==> run_1/clock_map.png <==
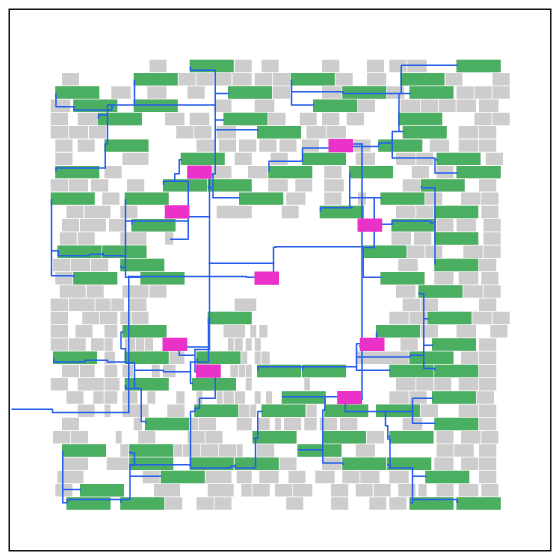
==> run_1/wire_density.png <==
Bar = 20 um. 22 x 22 tiles, from dark purple (low) to yellow (high), scaled to the fullest tile. Values are wire area over tile area, all layers added.
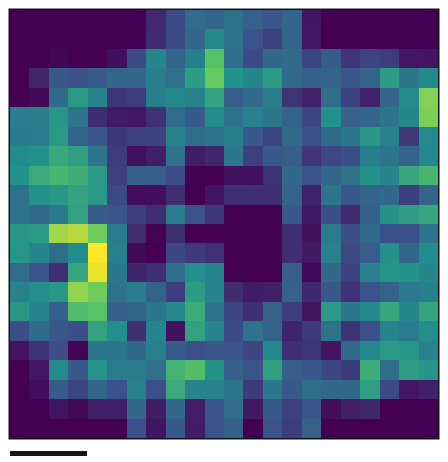
==> run_1/registers.png <==
Other sequential cells in the stronger grey, the rest of the logic in the fainter grey.
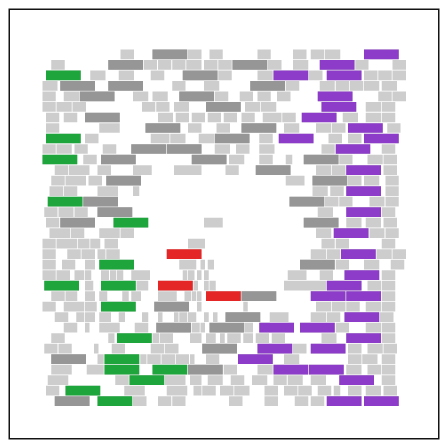
## src/rtl/mem_access_ctrl_if.sv

```systemverilog
// Bundles the EX/MEM-side request signals and the SRAM port of mem_access_ctrl.
// The master modport drives requests and SRAM responses; the slave modport belongs to the controller.
interface mem_access_ctrl_if #(
  parameter int unsigned ADDR_W = 16
);
  logic              MEM_R_EN;
  logic              MEM_W_EN;
  logic [31:0]       ALU_Res;
  logic [31:0]       Val_Rm;
  logic [31:0]       SRAM_RDATA;
  logic              SRAM_ACK;
  logic              SRAM_REQ;
  logic              SRAM_WE;
  logic [ADDR_W-1:0] SRAM_ADDR;
  logic [31:0]       SRAM_WDATA;
  logic [31:0]       Read_Data;
  logic              Ready;
  logic              Freeze;

  modport master (
    output MEM_R_EN, MEM_W_EN, ALU_Res, Val_Rm, SRAM_RDATA, SRAM_ACK,
    input  SRAM_REQ, SRAM_WE, SRAM_ADDR, SRAM_WDATA, Read_Data, Ready, Freeze
  );

  modport slave (
    input  MEM_R_EN, MEM_W_EN, ALU_Res, Val_Rm, SRAM_RDATA, SRAM_ACK,
    output SRAM_REQ, SRAM_WE, SRAM_ADDR, SRAM_WDATA, Read_Data, Ready, Freeze
  );
endinterface

```

## src/rtl/mem_access_ctrl.sv

```systemverilog
// Data-memory access sequencer between EX/MEM and MEM/WB: latches one request, drives the SRAM, freezes the pipeline.
// Define SRAM_ACK_EN to end accesses on SRAM_ACK instead of the fixed WAIT_CYCLES counter.
module mem_access_ctrl #(
  parameter int unsigned WAIT_CYCLES = 5,
  parameter int unsigned BASE_ADDR   = 1024,
  parameter int unsigned ADDR_W      = 16
) (
  input logic              CLK,
  input logic              RST,
  mem_access_ctrl_if.slave bus
);

  typedef enum logic [1:0] {
    IDLE,
    ACCESS,
    DONE
  } state_t;

  state_t            state;
  logic              we_q;
  logic [ADDR_W-1:0] addr_q;
  logic [31:0]       wdata_q;
  logic [31:0]       rdata_q;
  logic              req_q;
  logic              ready_q;

  logic              mem_req;
  logic [31:0]       byte_off;
  logic              access_end;

  assign mem_req  = bus.MEM_R_EN | bus.MEM_W_EN;
  // Modular 32-bit subtraction: addresses below BASE_ADDR wrap silently.
  assign byte_off = bus.ALU_Res - BASE_ADDR;

`ifdef SRAM_ACK_EN
  assign access_end = bus.SRAM_ACK;
`else
  localparam int unsigned    CNT_W    = (WAIT_CYCLES > 1) ? $clog2(WAIT_CYCLES) : 1;
  localparam logic [CNT_W-1:0] CNT_LAST = CNT_W'(WAIT_CYCLES - 1);

  logic [CNT_W-1:0] cnt;

  assign access_end = (cnt == CNT_LAST);
`endif

  always_ff @(posedge CLK or posedge RST) begin
    if (RST) begin
      state   <= IDLE;
      we_q    <= 1'b0;
      addr_q  <= '0;
      wdata_q <= '0;
      rdata_q <= '0;
      req_q   <= 1'b0;
      ready_q <= 1'b0;
`ifndef SRAM_ACK_EN
      cnt     <= '0;
`endif
    end else begin
      ready_q <= 1'b0;
      case (state)
        IDLE: begin
          if (mem_req) begin
            state   <= ACCESS;
            req_q   <= 1'b1;
            // A simultaneous read and write request is carried out as a write.
            we_q    <= bus.MEM_W_EN;
            addr_q  <= ADDR_W'(byte_off >> 2);
            wdata_q <= bus.Val_Rm;
          end
        end
        ACCESS: begin
`ifndef SRAM_ACK_EN
          cnt <= cnt + 1'b1;
`endif
          if (access_end) begin
            state   <= DONE;
            req_q   <= 1'b0;
            ready_q <= 1'b1;
`ifndef SRAM_ACK_EN
            cnt     <= '0;
`endif
            if (!we_q) begin
              rdata_q <= bus.SRAM_RDATA;
            end
          end
        end
        DONE: begin
          state <= IDLE;
        end
        default: begin
          state <= IDLE;
        end
      endcase
    end
  end

  // Freeze is combinational so the request cycle itself already holds the pipeline.
  assign bus.Freeze     = (state == ACCESS) || ((state == IDLE) && mem_req);
  assign bus.SRAM_REQ   = req_q;
  assign bus.SRAM_WE    = we_q;
  assign bus.SRAM_ADDR  = addr_q;
  assign bus.SRAM_WDATA = wdata_q;
  assign bus.Read_Data  = rdata_q;
  assign bus.Ready      = ready_q;

endmodule

```

## src/flat_wrapper.sv

```systemverilog
// flat-port wrapper written by rule: the top's interface ports become plain ports
module mem_access_ctrl_flat 
#(
  parameter int unsigned WAIT_CYCLES = 5,
  parameter int unsigned BASE_ADDR   = 1024,
  parameter int unsigned ADDR_W      = 16
)
  (CLK, RST, bus_MEM_R_EN, bus_MEM_W_EN, bus_ALU_Res, bus_Val_Rm, bus_SRAM_RDATA, bus_SRAM_ACK, bus_SRAM_REQ, bus_SRAM_WE, bus_SRAM_ADDR, bus_SRAM_WDATA, bus_Read_Data, bus_Ready, bus_Freeze);
  mem_access_ctrl_if #(.ADDR_W(ADDR_W)) bus_i ();
  input logic CLK;
  input logic RST;
  input wire logic [$bits(bus_i.MEM_R_EN)-1:0] bus_MEM_R_EN;
  input wire logic [$bits(bus_i.MEM_W_EN)-1:0] bus_MEM_W_EN;
  input wire logic [$bits(bus_i.ALU_Res)-1:0] bus_ALU_Res;
  input wire logic [$bits(bus_i.Val_Rm)-1:0] bus_Val_Rm;
  input wire logic [$bits(bus_i.SRAM_RDATA)-1:0] bus_SRAM_RDATA;
  input wire logic [$bits(bus_i.SRAM_ACK)-1:0] bus_SRAM_ACK;
  output wire logic [$bits(bus_i.SRAM_REQ)-1:0] bus_SRAM_REQ;
  output wire logic [$bits(bus_i.SRAM_WE)-1:0] bus_SRAM_WE;
  output wire logic [$bits(bus_i.SRAM_ADDR)-1:0] bus_SRAM_ADDR;
  output wire logic [$bits(bus_i.SRAM_WDATA)-1:0] bus_SRAM_WDATA;
  output wire logic [$bits(bus_i.Read_Data)-1:0] bus_Read_Data;
  output wire logic [$bits(bus_i.Ready)-1:0] bus_Ready;
  output wire logic [$bits(bus_i.Freeze)-1:0] bus_Freeze;
  assign bus_i.MEM_R_EN = bus_MEM_R_EN;
  assign bus_i.MEM_W_EN = bus_MEM_W_EN;
  assign bus_i.ALU_Res = bus_ALU_Res;
  assign bus_i.Val_Rm = bus_Val_Rm;
  assign bus_i.SRAM_RDATA = bus_SRAM_RDATA;
  assign bus_i.SRAM_ACK = bus_SRAM_ACK;
  assign bus_SRAM_REQ = bus_i.SRAM_REQ;
  assign bus_SRAM_WE = bus_i.SRAM_WE;
  assign bus_SRAM_ADDR = bus_i.SRAM_ADDR;
  assign bus_SRAM_WDATA = bus_i.SRAM_WDATA;
  assign bus_Read_Data = bus_i.Read_Data;
  assign bus_Ready = bus_i.Ready;
  assign bus_Freeze = bus_i.Freeze;
  mem_access_ctrl #(.WAIT_CYCLES(WAIT_CYCLES), .BASE_ADDR(BASE_ADDR), .ADDR_W(ADDR_W)) u_core (.CLK(CLK), .RST(RST), .bus(bus_i));
endmodule
```

## config.mk

```make
export PLATFORM = sky130hd
export DESIGN_NAME = mem_access_ctrl_flat
export DESIGN_NICKNAME = d
export VERILOG_FILES = /design/src/rtl/mem_access_ctrl_if.sv /design/src/rtl/mem_access_ctrl.sv /design/src/flat_wrapper.sv
export SDC_FILE = /design/constraint.sdc
export NUM_CORES = 1
export LEC_CHECK = 0
export CAP_MARGIN = 20
export CORE_MARGIN = 8
export CORE_UTILIZATION = 39
export DETAILED_ROUTE_END_ITERATION = 6
export PLACE_DENSITY = 0.84
export SYNTH_ARGS = -nofsm -noshare
export SYNTH_HDL_FRONTEND = slang
export SYNTH_SLANG_ARGS = --single-unit
```

## constraint.sdc

```tcl
create_clock -name CLK -period 3.5 [get_ports CLK]
set_clock_uncertainty 0.1 [all_clocks]
set_input_delay 0.525 -clock CLK [delete_from_list [all_inputs] [get_ports CLK]]
set_output_delay 0.525 -clock CLK [all_outputs]
set_load 0.1 [all_outputs]
```

==> results.json, run 1 <==
{
  "totalWireLength_mm": 9.08,
  "startpoint": "u_core.bus.SRAM_WE",
  "ys_sh_mux_pct": 25.3,
  "yosys.area_share.aoi_pct": 3.21,
  "r2r_slack_ns": 1.39,
  "cts.sinks": 88,
  "wl_met1_mm": 3.69,
  "grtUsageMet1_pct": 17.2,
  "fp.dieH_um": 111,
  "post-cts-setup-buffer-count": 0,
  "start_kind": "register",
  "antenna_found_initial": 0,
  "timing.rr.end": "u_core.bus.SRAM_WDATA[20]",
  "path_buffers": 1,
  "via_per_inst": 4.83,
  "xor_area_share_pct": 0.750,
  "synth_nets": 333,
  "num-clock-buffers": 10,
  "tap_cells": 108,
  "layout.nonclk_buf_share_pct": 31.2,
  "status": "finished, final reports clean",
  "drive_gt1_share_pct": 23.3,
  "netlist_area_sq_um": 3500,
  "drt-initial-drc-count": 96,
  "synth.most_common_cell": "dfrtp_1",
  "synth.distinct_cells": 25,
  "design_area_sq_um": 5440,
  "fin_tns_setup_ns": 0,
  "grt.overflow.total": 0,
  "die_w_um": 111,
  "synth_top_area_share_pct": 62.9,
  "cts_tree": "done",
  "diodes": 0,
  "common_cells": "88 x dfrtp_1, 60 x mux2_2, 14 x mux2_4",
  "dieArea_sq_um": 12300,
  "grt_pass1_vias": 2831,
  "slew_headroom_pct": 32.8,
  "logic_gate_count": 125,
  "ys_sh_adder_pct": 1.07,
  "firstDrtPassIters": 4,
  "yosysWarnings": 0,
  "dp_hpwl_mm": 7.09,
  "grt_usage_pct": 15.1,
  "area.combinational_sq_um": 1200,
  "htree_num_levels": 3,
  "comb_area_share_pct": 22.1,
  "final_cell_mix": "166 x clkdlybuf4s50_1, 88 x dfrtp_1, 60 x mux2_2",
  "hold_viol": 0,
  "async_flop_share_pct": 100,
  "cts-resized-gates": 0,
  "area_growth_pct": 55.2,
  "top_usage_layer": "met2",
  "fin_crit_ns": 2.53,
  "post-route-worst-setup-slack_ns": 0.969,
  "max_freq_mhz": 395,
  "cts-buffers-inserted": 9,
  "hold_ws_ns": 0.385,
  "met3_length_um": 909,
  "instances_no_fill": 511,
  "ys_seq_share_pct": 62.9,
  "cts.reportedPaths.clkPinSlew_ns": 0.08,
  "dp_slack_ns": 0.875,
  "synth_cells": 229,
  "grt_max_degree": 49,
  "netlist.top_cell.by_area": "dfrtp_1",
  "whs_endpoint": "u_core.bus.SRAM_REQ",
  "n_fill_cell": 691,
  "ys_area_sq_um": 3500,
  "largest_class": "registers",
  "cp_cell_sequence": "clkdlybuf4s50_1",
  "gr-usage-met2_pct": 24.2,
  "simple_gate_area_share_pct": 3.86,
  "path_delay_family": "buffers and inverters",
  "crit_fanout": 3,
  "dpl-instance-area_sq_um": 5260,
  "r2r_start": "u_core.state[0]",
  "numSynthFlops": 88,
  "yosys-top-cells-area": "dfrtp_1 63%, mux2_2 19%, mux2_4 6.0%",
  "avgSynthCellArea_sq_um": 15.3,
  "rsz0062_at_grt": "false",
  "period_used_pct": 72.3
}
Notes on clock_map.png above:
Green is flip-flops, count 88. Magenta is cells driving clock nets, count 9. Blue is clock wires, length 1040 um.
There are 10 routed clock nets.

Notes on wire_density.png above:
The densest ninth of the die: middle left. 15% of the tiles are nearly empty. The fullest tile reaches 0.43. The mean over all tiles is 0.12.

Notes on registers.png above:
Green is u_core.bus.SRAM_ADDR, placed flops 16. Purple is u_core.bus.Read_Data, placed flops 32, where a vertical strip on the right. Red is u_core.cnt, placed flops 3.
Another 37 sequential cells are not coloured.
Core Util, Final: 62.3%
Storage cell area: 2200 sq um
Seq/total area: 40.5%

--- run 2 (diff from run 1) ---
==> constraint.sdc (replaced) <==
create_clock -name CLK -period 2.4 [get_ports CLK]
set_clock_uncertainty 0.1 [all_clocks]
set_input_delay 0.36 -clock CLK [delete_from_list [all_inputs] [get_ports CLK]]
set_output_delay 0.36 -clock CLK [all_outputs]
set_load 0.1 [all_outputs]
==> run_2/wire_density.png <==
Bar = 20 um. 22 x 22 tiles, from dark purple (low) to yellow (high), scaled to the fullest tile. Values are wire area over tile area, all layers added.
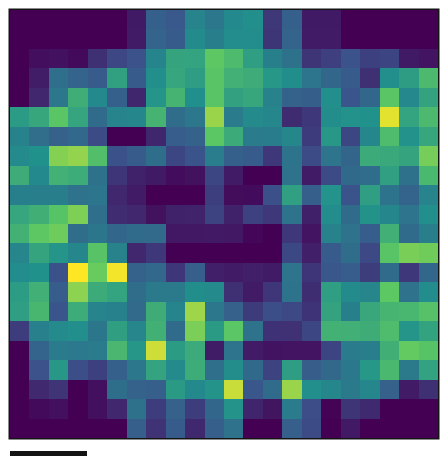
13% of the tiles are nearly empty. 25% of the tiles are over half the peak. The fullest tile reaches 0.35. The mean over all tiles is 0.12. The emptiest ninth of the die: centre.
via count: 2446
routed len/inst: 17.3 um

==> results.json, run 2 <==
{
  "status": "finished, final reports clean",
  "netlist.top_cell.by_area": "dfrtp_1",
  "max_freq_mhz": 486,
  "gr-usage-met2_pct": 22.8,
  "tap_cells": 108,
  "crit_fanout": 10,
  "hold_ws_ns": 0.382,
  "fin_crit_ns": 2.06,
  "rsz0062_at_grt": "false",
  "logic_gate_count": 125,
  "period_used_pct": 85.7,
  "post-cts-setup-buffer-count": 0,
  "cts.reportedPaths.clkPinSlew_ns": 0.09,
  "hold_viol": 0,
  "slew_headroom_pct": 69.0,
  "path_buffers": 1,
  "grt.overflow.total": 0,
  "dpl-instance-area_sq_um": 5120,
  "comb_area_share_pct": 22.6,
  "num-clock-buffers": 10,
  "dp_hpwl_mm": 6.79,
  "design_area_sq_um": 5300,
  "synth_top_area_share_pct": 62.9,
  "antenna_found_initial": 0,
  "startpoint": "u_core.state[0]",
  "wl_met1_mm": 3.77,
  "ys_area_sq_um": 3500,
  "dp_slack_ns": 0.176,
  "cts-buffers-inserted": 9,
  "fin_tns_setup_ns": 0,
  "avgSynthCellArea_sq_um": 15.3,
  "largest_class": "registers",
  "ys_seq_share_pct": 62.9,
  "simple_gate_area_share_pct": 3.86,
  "fp.dieH_um": 111,
  "dieArea_sq_um": 12300,
  "async_flop_share_pct": 100,
  "timing.rr.end": "u_core.bus.Read_Data[25]",
  "seq_share_pct": 41.5,
  "layout.nonclk_buf_share_pct": 29.3,
  "area_growth_pct": 51.4,
  "n_fill_cell": 717,
  "drt-initial-drc-count": 85,
  "synth_nets": 333,
  "cts_tree": "done",
  "synth.distinct_cells": 25,
  "yosysWarnings": 0
}
--- run 3 (diff from run 2) ---
--- a/config.mk
+++ b/config.mk
@@ -5,7 +5,6 @@
 export SDC_FILE = /design/constraint.sdc
 export NUM_CORES = 1
 export LEC_CHECK = 0
-export CAP_MARGIN = 20
 export CORE_MARGIN = 8
 export CORE_UTILIZATION = 39
 export DETAILED_ROUTE_END_ITERATION = 6
==> run_3/wire_density.png <==
Bar = 20 um. 22 x 22 tiles, from dark purple (low) to yellow (high), scaled to the fullest tile. Values are wire area over tile area, all layers added.
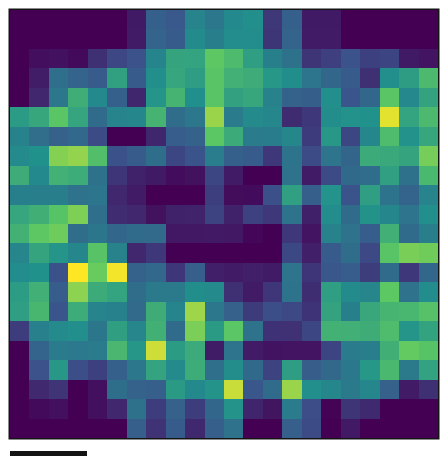
13% of the tiles are nearly empty. The fullest tile reaches 0.35. The mean over all tiles is 0.12. The emptiest ninth of the die: centre.
GRT Total Usage: 14.3%
WL final: 8.90 mm

==> results.json, run 3 <==
{
  "netlist_area_sq_um": 3500,
  "wl_per_cell_um": 17.3,
  "synth.most_common_cell": "dfrtp_1",
  "synth_cells": 229,
  "cp_cell_sequence": "nor2_2, nand2_1, nand2_1, buf_12",
  "met3_length_um": 791,
  "seq_share_pct": 41.5,
  "path_delay_family": "simple AND/OR/NAND/NOR gates",
  "wl_met1_mm": 3.77,
  "gr-usage-met2_pct": 22.8,
  "top_usage_layer": "met2",
  "cts.reportedPaths.clkPinSlew_ns": 0.09,
  "dieArea_sq_um": 12300,
  "dp_slack_ns": 0.176,
  "logic_gate_count": 125,
  "area_growth_pct": 51.4,
  "grt.overflow.total": 0,
  "xor_area_share_pct": 0.750,
  "instances_no_fill": 515,
  "grt_max_degree": 89,
  "largest_class": "registers",
  "diodes": 0,
  "fin_crit_ns": 2.06,
  "ys_area_sq_um": 3500,
  "htree_num_levels": 3,
  "vias": 2446,
  "synth.distinct_cells": 25,
  "hold_ws_ns": 0.382,
  "r2r_slack_ns": 0.54,
  "status": "finished, final reports clean",
  "startpoint": "u_core.state[0]",
  "yosys.area_share.aoi_pct": 3.21,
  "ys_sh_adder_pct": 1.07,
  "area.combinational_sq_um": 1200,
  "simple_gate_area_share_pct": 3.86,
  "ys_sh_mux_pct": 25.3,
  "ys_seq_share_pct": 62.9,
  "hold_viol": 0,
  "r2r_start": "u_core.cnt[0]",
  "grtUsageMet1_pct": 16.9,
  "period_used_pct": 85.7
}
